Fig. 1: routed metal per tile
Scale: 4 px per um. 18 x 18 tiles, from white (low) to dark blue (high), scaled to the fullest tile. Values are wire area over tile area, all layers added.
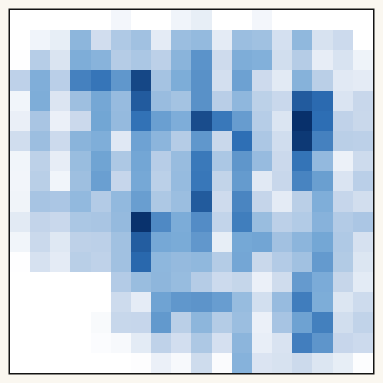
Fig. 2: routed clock nets over the placement
Scale: 4 px per um.
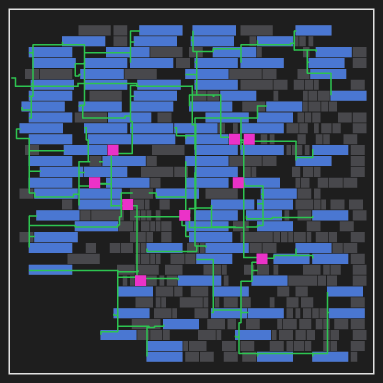
`src/rtl/uart_rx_buffer_ctrl.sv`:
```
`default_nettype none
// ============================================================================
// Module      : uart_rx_buffer_ctrl
// Description : UART receiver end-of-frame sequencer with a circular word FIFO,
//               receiver back-pressure, and saturating overrun/framing counters.
// Revision    : 1.0 - initial release
// ============================================================================
module uart_rx_buffer_ctrl #(
    parameter int word_size = 8,
    parameter int DEPTH     = 8,
    parameter int ADDR_W    = 3,
    parameter int CNT_W     = 8
) (
    input  logic                 Sample_clk,
    input  logic                 rst_b,
    input  logic [word_size-1:0] RCV_datareg,
    input  logic                 read_not_ready_out,
    input  logic                 Error1,
    input  logic                 Error2,
    output logic                 read_not_ready_in,
    input  logic                 rd_req,
    output logic [word_size-1:0] rd_data,
    output logic                 rd_valid,
    output logic                 empty,
    output logic                 full,
    output logic [ADDR_W:0]      count,
    output logic [CNT_W-1:0]     overrun_cnt,
    output logic [CNT_W-1:0]     framing_cnt,
    output logic                 err_sticky,
    input  logic                 clr_err
);

    typedef enum logic [0:0] {
        ST_IDLE    = 1'b0,
        ST_CAPTURE = 1'b1
    } state_t;

    localparam logic [ADDR_W:0]  C_DEPTH   = (ADDR_W + 1)'(DEPTH);
    localparam logic [CNT_W-1:0] C_CNT_MAX = '1;

    state_t                 state_q, state_d;
    logic [ADDR_W-1:0]      wr_ptr_q, wr_ptr_d;
    logic [ADDR_W-1:0]      rd_ptr_q, rd_ptr_d;
    logic [ADDR_W:0]        count_q, count_d;
    logic [word_size-1:0]   rd_data_q, rd_data_d;
    logic                   rd_valid_q, rd_valid_d;
    logic [CNT_W-1:0]       overrun_cnt_q, overrun_cnt_d;
    logic [CNT_W-1:0]       framing_cnt_q, framing_cnt_d;
    logic                   err_sticky_q, err_sticky_d;

    logic [word_size-1:0]   mem [DEPTH];

    logic                   w_empty;
    logic                   w_full;
    logic                   w_pop;
    logic                   w_wr_en;
    logic                   w_drop;
    logic                   w_ovr_evt;
    logic                   w_frm_evt;

    // A new error in the same cycle as clr_err restarts its counter at 1.
    function automatic logic [CNT_W-1:0] cnt_next(
        input logic [CNT_W-1:0] cur,
        input logic             inc,
        input logic             clr
    );
        logic [CNT_W-1:0] res;
        res = cur;
        if (clr) begin
            res = inc ? CNT_W'(1) : '0;
        end else if (inc && (cur != C_CNT_MAX)) begin
            res = cur + CNT_W'(1);
        end
        return res;
    endfunction

    assign w_empty = (count_q == '0);
    assign w_full  = (count_q == C_DEPTH);

    always_comb begin
        state_d       = state_q;
        wr_ptr_d      = wr_ptr_q;
        rd_ptr_d      = rd_ptr_q;
        count_d       = count_q;
        rd_data_d     = rd_data_q;
        rd_valid_d    = 1'b0;
        w_wr_en       = 1'b0;
        w_drop        = 1'b0;
        w_pop         = rd_req && !w_empty;

        unique case (state_q)
            ST_IDLE: begin
                if (read_not_ready_out && !Error1 && !Error2) begin
                    state_d = ST_CAPTURE;
                end
            end
            ST_CAPTURE: begin
                // The receiver's data register settles on the edge ending the pulse.
                state_d = ST_IDLE;
                if (w_full) begin
                    w_drop = 1'b1;
                end else begin
                    w_wr_en = 1'b1;
                end
            end
            default: state_d = ST_IDLE;
        endcase

        if (w_wr_en) begin
            wr_ptr_d = wr_ptr_q + ADDR_W'(1);
        end
        if (w_pop) begin
            rd_ptr_d   = rd_ptr_q + ADDR_W'(1);
            rd_data_d  = mem[rd_ptr_q];
            rd_valid_d = 1'b1;
        end
        count_d = count_q + (ADDR_W + 1)'(w_wr_en) - (ADDR_W + 1)'(w_pop);
    end

    always_comb begin
        w_ovr_evt     = Error1 || w_drop;
        w_frm_evt     = Error2;
        overrun_cnt_d = cnt_next(overrun_cnt_q, w_ovr_evt, clr_err);
        framing_cnt_d = cnt_next(framing_cnt_q, w_frm_evt, clr_err);
        err_sticky_d  = err_sticky_q;
        if (w_ovr_evt || w_frm_evt) begin
            err_sticky_d = 1'b1;
        end else if (clr_err) begin
            err_sticky_d = 1'b0;
        end
    end

    always_ff @(posedge Sample_clk or negedge rst_b) begin
        if (!rst_b) begin
            state_q       <= ST_IDLE;
            wr_ptr_q      <= '0;
            rd_ptr_q      <= '0;
            count_q       <= '0;
            rd_data_q     <= '0;
            rd_valid_q    <= 1'b0;
            overrun_cnt_q <= '0;
            framing_cnt_q <= '0;
            err_sticky_q  <= 1'b0;
        end else begin
            state_q       <= state_d;
            wr_ptr_q      <= wr_ptr_d;
            rd_ptr_q      <= rd_ptr_d;
            count_q       <= count_d;
            rd_data_q     <= rd_data_d;
            rd_valid_q    <= rd_valid_d;
            overrun_cnt_q <= overrun_cnt_d;
            framing_cnt_q <= framing_cnt_d;
            err_sticky_q  <= err_sticky_d;
        end
    end

    // Storage carries no reset; occupancy alone defines which entries are live.
    always_ff @(posedge Sample_clk) begin
        if (w_wr_en) begin
            mem[wr_ptr_q] <= RCV_datareg;
        end
    end

    assign read_not_ready_in = w_full;
    assign rd_data           = rd_data_q;
    assign rd_valid          = rd_valid_q;
    assign empty             = w_empty;
    assign full              = w_full;
    assign count             = count_q;
    assign overrun_cnt       = overrun_cnt_q;
    assign framing_cnt       = framing_cnt_q;
    assign err_sticky        = err_sticky_q;

endmodule
`default_nettype wire

```
`config.mk`:
```
export PLATFORM = sky130hd
export DESIGN_NAME = uart_rx_buffer_ctrl
export DESIGN_NICKNAME = d
export VERILOG_FILES = /design/src/rtl/uart_rx_buffer_ctrl.sv
export SDC_FILE = /design/constraint.sdc
export NUM_CORES = 1
export LEC_CHECK = 0
export CAP_MARGIN = 20
export CORE_MARGIN = 1.5
export CORE_UTILIZATION = 55
export CTS_BUF_LIST = sky130_fd_sc_hd__clkbuf_4
export DETAILED_ROUTE_END_ITERATION = 10
export PLACE_DENSITY = 0.78
export SLEW_MARGIN = 10
export SYNTH_ARGS = -nofsm -noshare
export SYNTH_HDL_FRONTEND = slang
export SYNTH_SLANG_ARGS = --single-unit
```
`constraint.sdc`:
```
create_clock -name Sample_clk -period 2.6 [get_ports Sample_clk]
set_input_delay 0.26 -clock Sample_clk [delete_from_list [all_inputs] [get_ports Sample_clk]]
set_output_delay 0.26 -clock Sample_clk [all_outputs]
set_load 0.02 [all_outputs]
```
==> impl_metrics.csv <==
group,metric,value,unit
synth,synth-seq-cells,101,
synth,avgSynthCellArea,15.4,sq um
layout,areaGrowthSynthToFinish,19.5,%
detailed_routing,via_per_inst,5.67,
power_and_ir_drop,vdd_drop_max,0.400,mV
detailed_routing,routed.top_layer,"met4",
detailed_routing,wl_met2,3.94,mm
detailed_routing,wl,7.78,mm
sta,slew_violations,0,
floorplan,chipArea,0.00824,sq mm
placed_design,pre_cts_ws,0.391,ns
clocking,cts_tree,"built",
floorplan,io_pins,48,
clocking,cts.path.max_buffers,2,
placed_design,numPortBuffers,47,
sta,clock.fmax,438,MHz
synth,yosysUniqueCellTypes,43,
worst_hold_path,min_path_type,"primary input to flop",
clocking,cts-root-buf,"clkbuf_4",
clocking,clk_latency,0.44,ns
synth,syn_area,0.00424,sq mm
layout,nets,367,
floorplan,chipWidth,90.8,um
global_routing,antenna_found_initial,0,
layout,drive_gt1_share,15.6,%
global_routing,grt_max_degree,38,
detailed_routing,drtIter0Drc,155,
detailed_routing,ant_nets,0,
synth,synth_nets,302,
worst_setup_path,cp_cell_sequence,"inv_1 > ha_1 > nor3b_2 > clkdlybuf4s50_1",
synth,yosys-stat-cells,276,
layout,diodes,0,
sta,finalCritPeriodShare,87.9,%
worst_setup_path,cpMaxStageDelayCell,"clkdlybuf4s50_1",
sta,fin_ws,0.315,ns
floorplan,num_rows,31,
synth,synthArstFlopShare,36.6,%
worst_setup_path,cp-start-kind,"flop",
sta,rsz0062_at_grt,"false",
floorplan,coreArea,0.00737,sq mm
floorplan,initCoreUtil,57.5,%
sta,min_period,2.28,ns
clocking,cts_sinks,101,
power_and_ir_drop,power_density,842,mW/mm^2
worst_setup_path,critical_path.max_fanout,3,
outcome,status,"completed",
synth,netlist_instances,276,
clocking,cts_buffers,9,
worst_setup_path,cp-end-kind,"output pin",
detailed_routing,wl_met1,3.35,mm
floorplan,die.size.y,90.8,um
global_routing,grt_usage,20.1,%
worst_setup_path,reg2reg_depth,10,
global_routing,grt_pass1_wl,12.5,mm
run,warnings,27,
worst_setup_path,arrival,2.02,ns
global_routing,grt_pass1_vias,2409,
placed_design,place_hpwl,5.45,mm
clocking,postCtsSetupBuffers,0,
sta,skew,0.0201,ns
placed_design,globalplace.congestion,0.799,
Back to the opening pictures, Fig. 1:
The densest ninth of the die: centre. The fullest tile reaches 0.48. The mean over all tiles is 0.15. 19% of the tiles are over half the peak.

Back to the opening pictures, Fig. 2:
Green stands for clock wires, length 943 um. Magenta stands for cells driving clock nets, count 9. Blue stands for flip-flops, count 101.
There are 10 routed clock nets. Position of the flops: all over the die.

==> cell families (layout without fill, tap and decap cells) <==
family	after synthesis	in the layout	synth area share, %
adders and majority gates	11	11	3.42
muxes	27	27	11.1
xor gates and xnor gates	9	9	1.86
and+or+nand+nor	76	76	9.21
DFF	101	101	67.2
buffers and inverters	18	88	2.07
AOI/OAI and AO/OA	34	34	5.14
==> state kept, by name, indices dropped and copies added (netlist names) <==
register / flops
count: 4
err_sticky: 1
framing_cnt: 8
mem: 64
overrun_cnt: 8
rd_data: 8
rd_ptr_q: 3
rd_valid: 1
state_q: 1
wr_ptr_q: 3
==> worst paths after layout <==
path                                        start                    endpoint  slack (ns)
max                            count[2]$_DFF_PN0_           read_not_ready_in        0.32
min                            read_not_ready_out           state_q$_DFF_PN0_        0.40
max reg2reg                    count[2]$_DFF_PN0_          count[2]$_DFF_PN0_        0.38
min reg2reg                rd_data[1]$_DFFE_PN0P_      rd_data[1]$_DFFE_PN0P_        0.51
max in group asynchronous                   rst_b     wr_ptr_q[2]$_DFFE_PN0P_        1.65
min in group asynchronous                   rst_b  overrun_cnt[5]$_DFFE_PN0P_        0.43
==> cells in the mapped netlist (2+ instances only) <==
library cell   n  area, sq um
a211oi_1       2         15.0
a21oi_1        7         35.0
a31oi_1        2         12.5
and3_1         4         25.0
buf_2          3         15.0
buf_4          2         15.0
clkbuf_1       2         7.51
dfrtp_1       37          926
edfxtp_1      64         1920
ha_1          10          125
inv_1          8         30.0
mux2i_1       11          110
mux4_2        16          360
nand2_1       24         90.1
nand2b_1       4         25.0
nand3_1        6         30.0
nand3b_1       2         15.0
nand4_1        4         25.0
nor2_1        16         60.1
nor2b_1        4         25.0
nor3_1         2         10.0
nor3b_1        3         22.5
o21ai_0       14         70.1
o221ai_1       2         17.5
or3_1          2         12.5
xnor2_1        5         43.8
xor2_1         4         35.0
==> power by group <==
| group | internal [mW] | leakage, nW | switching [mW] |
|---|---|---|---|
| clock network | 0.236 | 0.0813 | 0.572 |
| registers | 1.90 | 1.05 | 0.235 |
| logic | 0.702 | 0.770 | 0.619 |
| total | 2.84 | 1.90 | 1.43 |
==> layout make-up <==
type	instances	area, sq um
Sequential cell	101	2850
Fill cell	507	2310
Multi-Input combinational cell	157	1310
Timing Repair Buffer	64	596
Tap cell	99	124
Clock inverter	7	86.3
Clock buffer	9	67.6
Inverter	8	30.0
==> critical path: cells and delay by family (launching register included) <==
kind	cells	cell delay, ns
adders and majority gates	1	0.18
DFF	1	0.40
buffers and inverters	2	0.77
and+or+nand+nor	1	0.24
==> stage by stage <==
stage	total power, mW	cell area (sq um)	instances	hold WS, ns
6_report	4.26	5060	445	0.396
4_1_cts	4.32	5060	445	0.385
3_3_place_gp	3.45	4900	428	0.403
5_1_grt	4.49	5060	445	0.389
3_5_place_dp	3.51	4900	428	0.406
2_1_floorplan	3.00	4250	276	-0.0356
==> timing repair <==
item,in CTS,in global routing
setup endpoints to repair,0,0
endpoints found under the hold margin,37,0
hold buffers,1,0
==> routing by layer <==
layer / vias up / global-route usage [%]
met3: 18 / 3.54
met5: - / 0
met4: 0 / 7.16
met1: 1242 / 26.8
met2: 72 / 33.3
li1: 1189 / -
Power and IR drop assume default switching activity.
